### config.mk
export PLATFORM = sky130hd
export DESIGN_NAME = core_wb_sched
export DESIGN_NICKNAME = d
export VERILOG_FILES = /design/src/rtl/core_wb_sched.sv
export SDC_FILE = /design/constraint.sdc
export NUM_CORES = 1
export LEC_CHECK = 0
export CAP_MARGIN = 20
export CELL_PAD_IN_SITES_DETAIL_PLACEMENT = 1
export CELL_PAD_IN_SITES_GLOBAL_PLACEMENT = 2
export CORE_MARGIN = 4
export CORE_UTILIZATION = 23
export CTS_BUF_LIST = sky130_fd_sc_hd__clkbuf_16
export DETAILED_ROUTE_END_ITERATION = 12
export GPL_TIMING_DRIVEN = 0
export PLACE_DENSITY = 0.76
export REMOVE_ABC_BUFFERS = 1
export SYNTH_ARGS = -nofsm -noshare
export SYNTH_HDL_FRONTEND = slang
export SYNTH_SLANG_ARGS = --single-unit
export TNS_END_PERCENT = 100
### constraint.sdc
create_clock -name clk -period 2.3 [get_ports clk]
set_clock_uncertainty 0.05 [all_clocks]
set_input_delay 0.23 -clock clk [delete_from_list [all_inputs] [get_ports clk]]
set_output_delay 0.23 -clock clk [all_outputs]
set_load 0.01 [all_outputs]
### src/rtl/core_wb_sched.sv
// Writeback scheduler for the RV32 integer register file: register scoreboard with
// issue hazard stalls, ALU/LSU arbitration for the single write port, and a registered write stage.
module core_wb_sched #(
    parameter int XLEN       = 32,
    parameter int STARVE_MAX = 4
) (
    input  logic            clk,
    input  logic            rst,
    input  logic            iss_valid,
    input  logic [4:0]      iss_rs1,
    input  logic [4:0]      iss_rs2,
    input  logic [4:0]      iss_rd,
    input  logic            iss_wreg,
    output logic            iss_stall,
    input  logic            alu_valid,
    output logic            alu_ready,
    input  logic [4:0]      alu_rd,
    input  logic [XLEN-1:0] alu_data,
    input  logic            lsu_valid,
    output logic            lsu_ready,
    input  logic [4:0]      lsu_rd,
    input  logic [XLEN-1:0] lsu_data,
    output logic            rf_wreg,
    output logic [4:0]      rf_rd_addr,
    output logic [XLEN-1:0] rf_rd_data,
    output logic [31:0]     busy,
    output logic            err
);

    localparam int            SW         = $clog2(STARVE_MAX + 1);
    localparam logic [SW-1:0] STARVE_LIM = SW'(STARVE_MAX);

    logic [SW-1:0]   starve;
    logic [SW-1:0]   starve_nxt;
    logic            pri_alu;
    logic            alu_fire;
    logic            lsu_fire;
    logic            fire;
    logic [4:0]      fire_rd;
    logic [XLEN-1:0] fire_data;
    logic            hz_rs1;
    logic            hz_rs2;
    logic            hz_rd;
    logic            iss_accept;
    logic [31:0]     busy_set;
    logic [31:0]     busy_clr;
    logic [31:0]     busy_nxt;
    logic            err_hit;

    // Issue hazards: x0 is never a hazard, so its busy bit is simply ignored here.
    assign hz_rs1     = (iss_rs1 != 5'd0) & busy[iss_rs1];
    assign hz_rs2     = (iss_rs2 != 5'd0) & busy[iss_rs2];
    assign hz_rd      = iss_wreg & (iss_rd != 5'd0) & busy[iss_rd];
    assign iss_stall  = iss_valid & (hz_rs1 | hz_rs2 | hz_rd);
    assign iss_accept = iss_valid & ~iss_stall;

    // LSU normally wins; a starved ALU takes the port once the counter saturates.
    assign pri_alu   = (starve == STARVE_LIM);
    assign lsu_ready = ~rst & ~(alu_valid & pri_alu);
    assign alu_ready = ~rst & (~lsu_valid | pri_alu);
    assign alu_fire  = alu_valid & alu_ready;
    assign lsu_fire  = lsu_valid & lsu_ready;
    assign fire      = alu_fire | lsu_fire;

    // NOTE: every always_comb output gets a default first so no path leaves it unassigned (no latch).
    always_comb begin
        fire_rd   = lsu_rd;
        fire_data = lsu_data;
        if (alu_fire) begin
            fire_rd   = alu_rd;
            fire_data = alu_data;
        end
    end

    always_comb begin
        starve_nxt = '0;
        if (alu_valid & ~alu_ready) begin
            starve_nxt = (starve == STARVE_LIM) ? starve : starve + SW'(1);
        end
    end

    // Clear follows the register-file write; a same-register set in the same cycle wins.
    always_comb begin
        busy_set = '0;
        busy_clr = '0;
        if (iss_accept & iss_wreg) busy_set[iss_rd] = 1'b1;
        if (rf_wreg) busy_clr[rf_rd_addr] = 1'b1;
        busy_nxt    = (busy & ~busy_clr) | busy_set;
        busy_nxt[0] = 1'b0;
    end

    assign err_hit = fire & (fire_rd != 5'd0)
                   & (~busy[fire_rd] | (rf_wreg & (rf_rd_addr == fire_rd)));

    // NOTE: sequential state uses non-blocking assignments only; reset here is synchronous.
    always_ff @(posedge clk) begin
        if (rst) begin
            busy       <= '0;
            starve     <= '0;
            err        <= 1'b0;
            rf_wreg    <= 1'b0;
            rf_rd_addr <= '0;
            rf_rd_data <= '0;
        end else begin
            busy    <= busy_nxt;
            starve  <= starve_nxt;
            err     <= err | err_hit;
            rf_wreg <= fire & (fire_rd != 5'd0);
            if (fire) begin
                rf_rd_addr <= fire_rd;
                rf_rd_data <= fire_data;
            end
        end
    end

endmodule

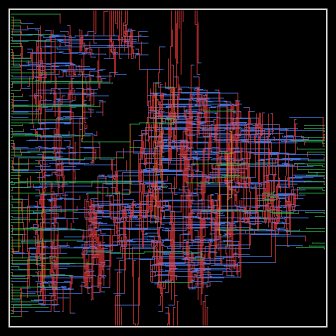
(run_1/layers.png)
red -> M2  # wire length 8560 µm
blue -> M1  # wire length 7700 µm
orange -> M4  # wire length 355 µm
green -> M3  # wire length 1800 µm
via count: 4433
Wirelength per Cell: 21.0 µm

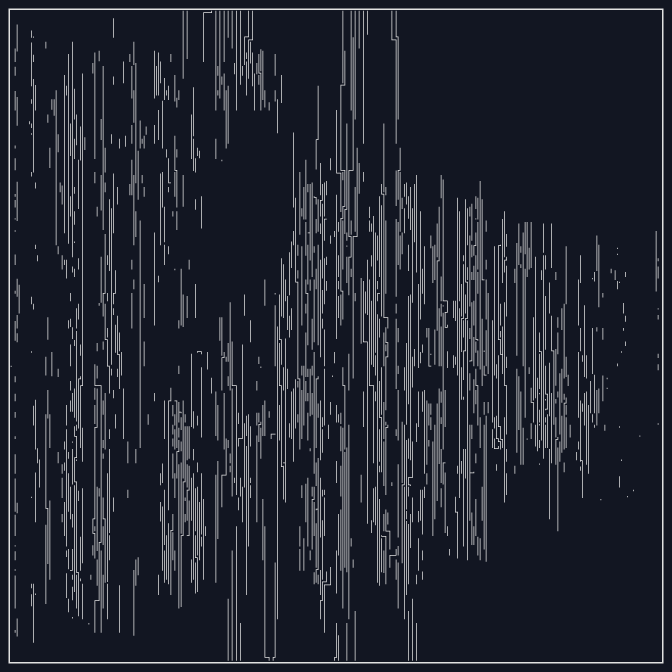
(run_1/m2.png)
share of all routed wire = 46%
nets with wire on the layer = 651
longest straight run = 70.0 µm
main direction = vertical
final wirelength: 18.4 mm
met2 Usage GRT: 0.279

==> results.sh, run 1 <==
# source this file to load flow results
export IMPL_outcome="finished, violations left"
export IMPL_violations="setup timing"
export IMPL_placementRows=50
export IMPL_gp_congestion=0.817
export IMPL_syn2layout_area_growth_pct=59.0
export IMPL_top_power_group="registers"
export IMPL_setup_ws_ns=-0.327
export IMPL_max_cap_violations=0
export IMPL_ff_type="dfxtp_1"
export IMPL_p_clk_mw=1.28
export IMPL_vdd_ir_drop_max_uv=295
export IMPL_fin_cells=876
export IMPL_pin_count=169
export IMPL_initialDrtViolationCount=171
export IMPL_root_buffer="clkbuf_16"
export IMPL_post_place_ws_ns=-1.70
export IMPL_final_layout_top_logic_cells="clkdlybuf4s50_1 (157), mux2i_1 (58), nor2_1 (47), dfxtp_1 (44), a211oi_1 (37)"
export IMPL_grt_max_degree=55
export IMPL_critPathKind="flop to flop"
export IMPL_clk_pin_slew_worst_paths_ns=0.06
export IMPL_p_leak_nw=2.49
export IMPL_max_freq_ghz=0.381
export IMPL_synthDistinctLibCells=42
export IMPL_tightest_slew_ns=0.613
export IMPL_setup_viol=29
export IMPL_via_per_inst=5.06
export IMPL_synth_area_um2=4410
export IMPL_drc_errors=0
export IMPL_rsz0062_at_grt="yes"
export IMPL_clkLatencyLatePin_ns=0.35
export IMPL_synth_flops=73
export IMPL_htree_levels=3
export IMPL_dr_pass1_iters=4
export IMPL_min_path_type="input pin to flop"
export IMPL_netSwitchingFraction=0.281
export IMPL_netlist_instances=467
export IMPL_die_w_um=146
export IMPL_tns_ns=-3.29
export IMPL_drive_above_1_share=0.226
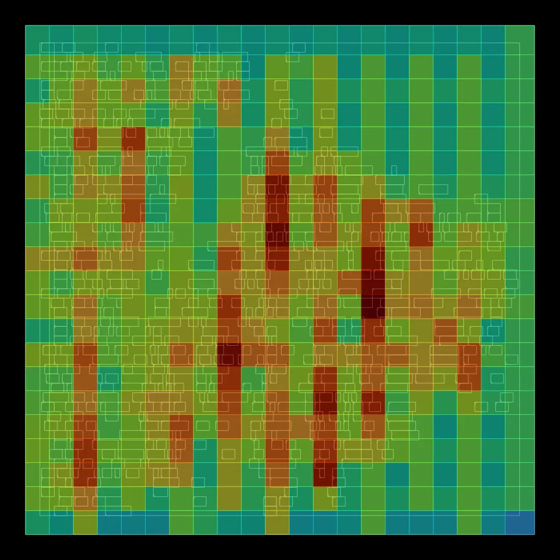
(run_1/congestion_map.png)
GRT Total Usage: 0.170
routing usage on met3: 0.0689
final core utilization: 0.373

==> run 1: through the flow <==
step	util	hold slack [ns]	instance area, µm²	total power [mW]
after floorplan	-	0.252	4250	1.66
after global placement	0.331	0.378	6210	2.09
after detailed placement	0.336	0.394	6300	2.10
after CTS	0.370	0.291	6940	3.42
after global routing	0.373	0.348	7010	3.54
final	0.373	0.308	7010	3.39
==> run 1: logic make-up after synthesis <==
| logic type | Yosys count |
|---|---|
| flops | 73 |
| compound gates | 102 |
| xor+xnor | 6 |
| buf+inv | 39 |
| mux | 92 |
| fa+ha+maj | 2 |
| simple gates | 152 |
| other cells | 1 |
==> run 1: area by class of cell <==
class	instances	area, µm²
clock buffer	9	225
clock inverter	7	40.0
fill	2146	11800
inverter	3	11.3
multi-input combinational	355	2960
sequential	73	1530
tap	234	293
timing repair buffer	195	1950
==> run 1: path summary, 6_finish.rpt <==
check,slack (ns),from,cells past startpoint,to
max,-0.33,starve[1],12,err
min,0.31,rst,2,rf_wreg
max reg2reg,-0.33,starve[1],12,err
min reg2reg,0.45,rf_rd_data[29],2,rf_rd_data[29]
==> run 1: worst max-delay path, stage by stage (launching register included) <==
cell       delay, ns
dfxtp_2         0.32
inv_2           0.07
ha_4            0.15
a21boi_4        0.06
nor2b_4         0.19
buf_12          0.14
mux2i_4         0.29
buf_8           0.16
mux2i_2         0.20
mux2i_1         0.11
a2111oi_1       0.35
o211ai_1        0.17
a311oi_1        0.26
==> run 1: sequential cells by signal (all words and copies together) (netlist names) <==
register	count
err	1
rf_wreg	1
starve	3
busy	31
rf_rd_data	32
rf_rd_addr	5
==> run 1: routing by layer <==
metal,GRT usage,vias to the layer above
met3,0.0689,22
met2,0.279,200
met1,0.204,2132
met4,0.0564,0
met5,0,-
li1,-,2079
==> run 1: synthesized netlist by cell type (2+ instances only) <==
| library cell | count | area, µm² |
|---|---|---|
| inv_1 | 3 | 11.3 |
| o21ai_0 | 32 | 160 |
| mux4_2 | 26 | 586 |
| nor3b_1 | 6 | 45.0 |
| o21ai_1 | 16 | 80.1 |
| nor4_1 | 2 | 12.5 |
| nand3_1 | 5 | 25.0 |
| nor3_1 | 5 | 25.0 |
| clkbuf_1 | 23 | 86.3 |
| mux2i_1 | 61 | 611 |
| nor2_1 | 47 | 176 |
| a211oi_1 | 37 | 278 |
| nand3b_1 | 20 | 150 |
| nand2_1 | 34 | 128 |
| xnor2_1 | 5 | 43.8 |
| nor2b_1 | 23 | 144 |
| dfxtp_1 | 73 | 1460 |
| a22oi_1 | 3 | 22.5 |
| o211ai_1 | 2 | 15.0 |
| buf_2 | 8 | 40.0 |
| and3_1 | 2 | 12.5 |
| ha_1 | 2 | 25.0 |
| or2_2 | 2 | 12.5 |
| buf_4 | 4 | 30.0 |
| and2_1 | 2 | 12.5 |
| mux2_2 | 4 | 45.0 |
| a31oi_1 | 5 | 31.3 |
==> run 1: what timing repair did <==
item | in CTS | in global routing
cloned | 1 | 0
pin swaps | 21 | 4
hold buffers | 0 | 0
endpoints found under the setup margin | 36 | 33
gates resized | 98 | 25
buffers inserted | 22 | 0
==> inputs of run 2 (changes only) <==
--- a/config.mk
+++ b/config.mk
@@ -9,13 +9,13 @@
 export CELL_PAD_IN_SITES_DETAIL_PLACEMENT = 1
 export CELL_PAD_IN_SITES_GLOBAL_PLACEMENT = 2
 export CORE_MARGIN = 4
-export CORE_UTILIZATION = 23
+export CORE_UTILIZATION = 28
 export CTS_BUF_LIST = sky130_fd_sc_hd__clkbuf_16
 export DETAILED_ROUTE_END_ITERATION = 12
 export GPL_TIMING_DRIVEN = 0
-export PLACE_DENSITY = 0.76
+export PLACE_DENSITY = 0.87
 export REMOVE_ABC_BUFFERS = 1
 export SYNTH_ARGS = -nofsm -noshare
 export SYNTH_HDL_FRONTEND = slang
 export SYNTH_SLANG_ARGS = --single-unit
-export TNS_END_PERCENT = 100
+export TNS_END_PERCENT = 20
==> constraint.sdc (replaced) <==
create_clock -name clk -period 3.3 [get_ports clk]
set_clock_uncertainty 0.05 [all_clocks]
set_input_delay 0.33 -clock clk [delete_from_list [all_inputs] [get_ports clk]]
set_output_delay 0.33 -clock clk [all_outputs]
set_load 0.01 [all_outputs]
==> run 2 against run 1 <==
Clock power shrank 33%. Setup slack gained 0.43 ns. Wire length down 9.4%. Combinational power fell by 35%. First-iteration DRC count rose by 12%. Final cell count shrank 5.0%. Sequential share of layout area rose by 0.48 points. Synthesized cell count unchanged. Clock-buffer cell count unchanged. Critical path depth fell by 4. Core utilization grew 5.6 points. The run now ends clean. Design area fell by 6.3%.
==> results.sh, run 2 <==
# source this file to load flow results
export IMPL_drc_errors=0
export IMPL_synth_flops=73
export IMPL_rrSetupSlack_ns=0.30
export IMPL_top_register="rf_rd_data"
export IMPL_rr_worst_depth=12
export IMPL_min_path_type="flop to flop"
export IMPL_root_buffer="clkbuf_16"
export IMPL_dr_pass1_iters=4
export IMPL_pin_count=169
export IMPL_dpl_cell_area_um2=6270
export IMPL_comb_area_um2=2800
export IMPL_outcome="finished, final reports clean"
export IMPL_netSwitchingFraction=0.270
export IMPL_fin_cells=832
export IMPL_crit_path_cell_trace="clkdlybuf4s18_2 -> mux4_2 -> mux4_2 -> mux2i_1 -> nand2_1 -> a31oi_4 -> nor2b_1 -> clkdlybuf4s50_1"
export IMPL_whs_path_depth=1
export IMPL_synth_area_um2=4410
export IMPL_max_freq_ghz=0.313
export IMPL_largest_area_cell="dfxtp_1"
export IMPL_p_leak_nw=2.31
export IMPL_placementRows=45
export IMPL_gp_congestion=0.799
export IMPL_reg_top3="rf_rd_data (32), busy (31), rf_rd_addr (5)"
export IMPL_setup_viol=0
export IMPL_regToRegEndpoint="err"
export IMPL_grt_max_degree=47
export IMPL_timing_hold_ws_ns=0.435
export IMPL_crit_path_top_delay_cell="mux4_2"
export IMPL_path_depth=8
export IMPL_holdCritStartpoint="starve[0]"
export IMPL_critPathKind="input pin to output pin"
export IMPL_crit_top_cell="mux4_2"
export IMPL_tightest_slew_ns=0.753
export IMPL_ff_type="dfxtp_1"
export IMPL_top_cells_by_count="dfxtp_1 (73), mux2i_1 (61), nor2_1 (47)"
export IMPL_yosysTopAreaCellShare=0.332
export IMPL_die_w_um=133
export IMPL_via_per_inst=5.23
export IMPL_clk_pin_slew_worst_paths_ns=0.06
export IMPL_cpLargestDelayFamily="multiplexers"
[run 2: cell counts after synthesis]
No cell type changed its count.
[run 2: per-layer routing]
metal	GRT usage	wire (µm)	share of wire
met2	0.308	7800	0.47
met5	0	0	0
met3	0.0661	1810	0.11
met1	0.227	6880	0.41
met4	0.0486	201	0.012
[run 2: repair_timing]
| action | 4_1_cts | 5_1_grt |
|---|---|---|
| hold buffers | 0 | 0 |
| endpoints found under the hold margin | 0 | 0 |
| endpoints found under the setup margin | 2 | 2 |
| buffers inserted | 4 | 0 |
| resized | 11 | 8 |
[run 2: kinds of logic after synthesis]
family	synth area share
buffers and inverters	0.0389
DFF	0.332
xor gates and xnor gates	0.0119
and+or+nand+nor	0.177
other	0.000851
muxes	0.285
AOI/OAI and AO/OA	0.149
adders and majority gates	0.00568
[run 2: worst max-delay path by stage]
| stage | from | to | slack (ns) |
|---|---|---|---|
| 2_1_floorplan | starve[0] | err | -2.66 |
| 3_3_place_gp | rst | err | -6.53 |
| 3_5_place_dp | alu_valid | err | -0.92 |
| 4_1_cts | iss_rs2[1] | iss_stall | 0.01 |
| 5_1_grt | iss_rs2[0] | iss_stall | 0.004 |
| 6_report | iss_rs2[0] | iss_stall | 0.10 |
[run 2: final cells by class]
cell class | count | area share
Multi-Input combinational cell | 355 | 0.427
Tap cell | 211 | 0.0402
Timing Repair Buffer | 175 | 0.270
Inverter | 3 | 0.00171
Sequential cell | 73 | 0.222
Clock buffer | 9 | 0.0343
Clock inverter | 6 | 0.00438
[run 2: per-stage QoR]
stage | setup WS (ns) | setup TNS (ns)
detailed placement | -0.924 | -5.23
global route | 0.00383 | 0
floorplan | -2.66 | -26.96
global placement | -6.53 | -161.84
finish | 0.103 | 0
CTS | 0.0131 | 0
[run 2: power by group through the flow]
stage / Sequential [mW] / Clock (mW) / Combinational (mW)
6_report: 0.968 / 0.860 / 0.480
2_1_floorplan: 0.993 / 0 / 0.168
4_1_cts: 0.969 / 0.881 / 0.485
5_1_grt: 0.975 / 0.914 / 0.517
3_3_place_gp: 0.985 / 0 / 0.466
3_5_place_dp: 0.988 / 0 / 0.478
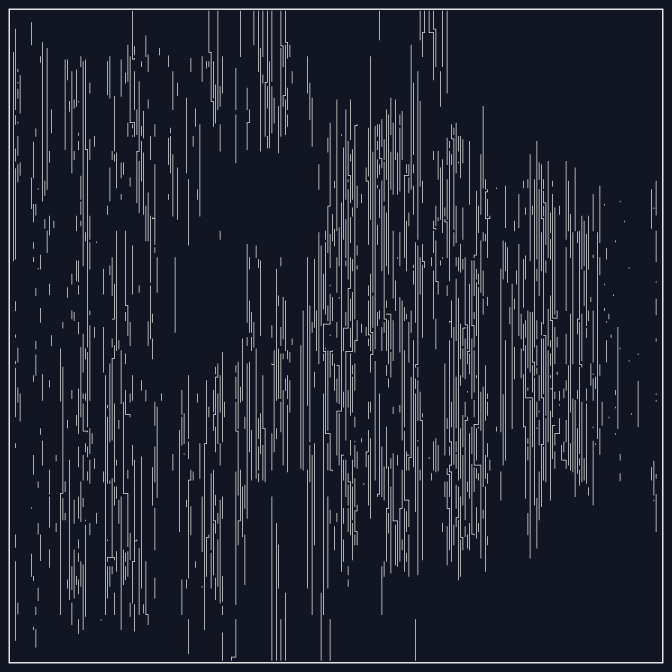
(run_2/m2.png)
longest straight run = 49.0 µm
main direction = vertical
final wirelength: 16.7 mm
met2 Usage GRT: 0.308
via count: 4353

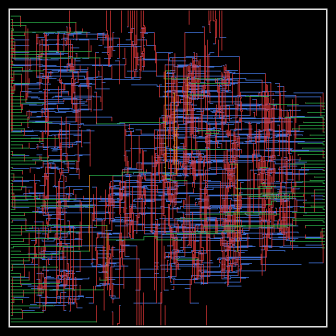
(run_2/layers.png)
red -> M2  # wire length 7800 µm
green -> M3  # wire length 1810 µm
blue -> M1  # wire length 6880 µm
orange -> M4  # wire length 202 µm
GRT Total Usage: 0.185
Wirelength per Cell: 20.1 µm

==> inputs of run 3 (changes only) <==
--- a/config.mk
+++ b/config.mk
@@ -15,6 +15,7 @@
 export GPL_TIMING_DRIVEN = 0
 export PLACE_DENSITY = 0.87
 export REMOVE_ABC_BUFFERS = 1
+export SKIP_CTS_REPAIR_TIMING = 1
 export SYNTH_ARGS = -nofsm -noshare
 export SYNTH_HDL_FRONTEND = slang
 export SYNTH_SLANG_ARGS = --single-unit
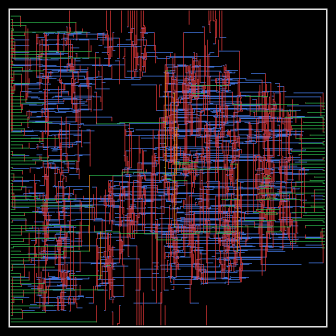
(run_3/layers.png)
green -> M3  # wire length 1720 µm
blue -> M1  # wire length 6960 µm
orange -> M4  # wire length 207 µm
red -> M2  # wire length 7920 µm
final wirelength: 16.8 mm
GRT Total Usage: 0.185

==> run 3 against run 2 <==
Wire length rose by 0.65%. Clock power barely moved. Clock-buffer cell count did not move. Total power barely moved. Non-clock buffer count rose by 2. Register-to-register slack got worse by 0.13 ns. Area after synthesis did not move. First-iteration DRC count did not move. Sequential share of layout area barely moved. Core utilization barely moved. Setup slack improved by 0.016 ns. Final cell count rose by 0.24%. Largest power group unchanged.
==> results.sh, run 3 <==
# source this file to load flow results
export IMPL_reg_top3="rf_rd_data (32), busy (31), rf_rd_addr (5)"
export IMPL_drc_errors=0
export IMPL_gp_congestion=0.799
export IMPL_largest_area_cell="dfxtp_1"
export IMPL_yosysTopAreaCellShare=0.332
export IMPL_htree_levels=3
export IMPL_drive_above_1_share=0.106
export IMPL_via_per_inst=5.29
export IMPL_rrSetupSlack_ns=0.17
export IMPL_vdd_ir_drop_max_uv=197
export IMPL_synth_flops=73
export IMPL_nFillCells=1750
export IMPL_max_cap_violations=0
export IMPL_syn2layout_area_growth_pct=49.2
export IMPL_root_buffer="clkbuf_16"
export IMPL_placementRows=45
export IMPL_grt_max_degree=47
export IMPL_vias=4411
export IMPL_initialDrtViolationCount=192
export IMPL_cpLargestDelayFamily="buffers and inverters"
export IMPL_crit_path_top_delay_cell="clkdlybuf4s50_1"
export IMPL_critPathKind="input pin to flop"
export IMPL_min_path_type="flop to flop"
export IMPL_clk_pin_slew_worst_paths_ns=0.06
export IMPL_synth_area_um2=4410
export IMPL_slowest_delay_ns=0.54
export IMPL_synthTopCellsByArea="dfxtp_1 (33%), mux2i_1 (14%), mux4_2 (13%)"
export IMPL_totalPowerFinal_mw=2.31
export IMPL_outcome="finished, final reports clean"
export IMPL_final_layout_top_logic_cells="clkdlybuf4s50_1 (159), dfxtp_1 (73), mux2i_1 (59), nor2_1 (47), a211oi_1 (37)"
export IMPL_crit_top_cell="buf_12"
export IMPL_p_leak_nw=2.33
export IMPL_top_register="rf_rd_data"
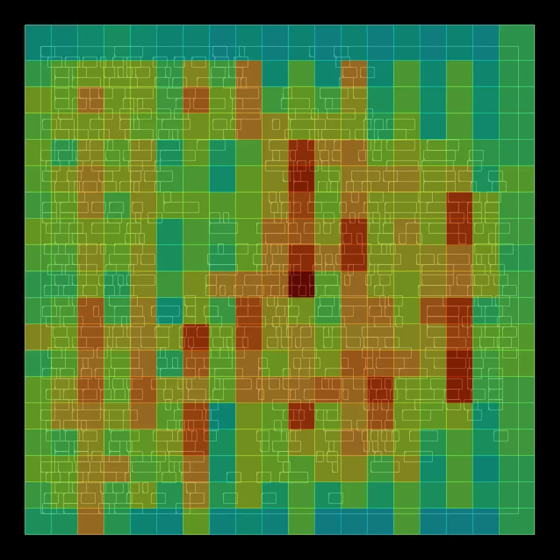
(run_3/congestion_map.png)
final core utilization: 0.429
routing usage on met3: 0.0657
gr busiest metal: met2
Wirelength per Cell: 20.1 µm

run 3: cell count changes in the layout (fill, tap and decap cells not counted), moves of 2 or more:
cell            delta
buf_4              +2
dlygate4sd2_1      -2
dlymetal6s2s_1     +2
clkbuf_2           +3
run 3: metal layers:
| metal | up-vias | GRT usage | wire length (µm) |
|---|---|---|---|
| met4 | 0 | 0.0463 | 207 |
| met3 | 17 | 0.0657 | 1720 |
| met5 | - | 0 | 0 |
| met2 | 222 | 0.309 | 7920 |
| met1 | 2139 | 0.227 | 6960 |
| li1 | 2033 | - | - |
run 3: through the flow:
stage	worst slack [ns]	TNS, ns	instances
2_1_floorplan	-2.66	-26.96	431
3_3_place_gp	-6.53	-161.84	809
3_5_place_dp	-0.924	-5.23	813
4_1_cts	-0.587	-1.01	828
5_1_grt	-0.0258	-0.0258	834
6_report	0.119	0	834
run 3: worst paths after layout:
kind,startpoint,endpoint,cells past startpoint
worst max-delay path,alu_valid,err,11
worst max register to register,starve[0],err,12
worst min register to register,starve[0],starve[0],1
worst min-delay path,starve[0],starve[0],1
run 3: power breakdown:
part | switching, mW | total [mW] | internal [mW]
clock network | 0.367 | 0.860 | 0.493
registers | 0.0444 | 0.968 | 0.924
logic | 0.213 | 0.482 | 0.269
total | 0.625 | 2.31 | 1.69
run 3: cell families (layout without fill, tap and decap cells):
logic type | count (synthesis) | count (layout) | synth area share
simple gates | 152 | 152 | 0.177
compound gates | 102 | 102 | 0.149
mux | 92 | 92 | 0.285
flops | 73 | 73 | 0.332
buf+inv | 39 | 195 | 0.0389
xor+xnor | 6 | 6 | 0.0119
fa+ha+maj | 2 | 2 | 0.00568
other cells | 1 | 1 | 0.000851
run 3: final cells by class:
cell class / instances / area [µm²] / share of cell area
inverter: 3 / 11.3 / 0.00171
multi-input combinational: 355 / 2800 / 0.426
sequential: 73 / 1460 / 0.222
tap: 211 / 264 / 0.0401
timing repair buffer: 177 / 1790 / 0.272
clock buffer: 9 / 225 / 0.0342
clock inverter: 6 / 28.8 / 0.00438

==> gallery <==
Cell area per tile.
Plate I
13 x 13 tiles, from white (low) to dark blue (high), 0 to 100% covered.
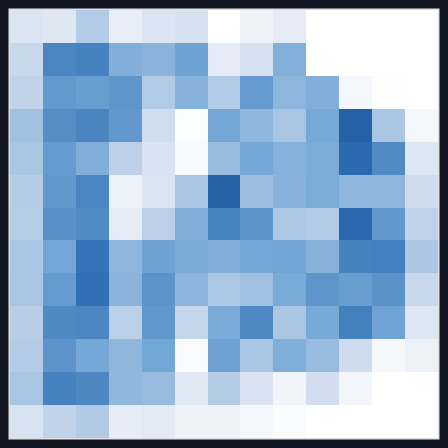
Plate II
15 x 15 tiles, from white (low) to dark blue (high), 0 to 100% covered.
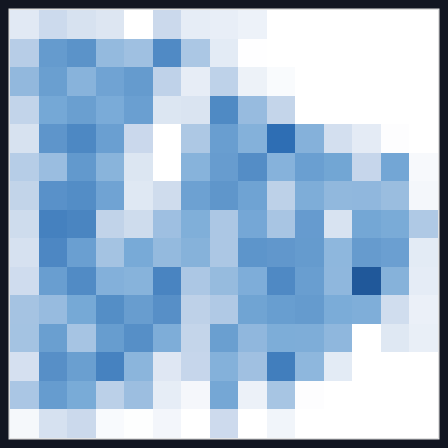
run 3: Plate I
run 1: Plate II

Key to Plate II:
nearly empty tiles = 20%
mean over tiles = 31%
tiles over 75% full = 0.40%
emptiest ninth of the die = top right
fullest tile = 84%

Power and IR drop assume default switching activity.
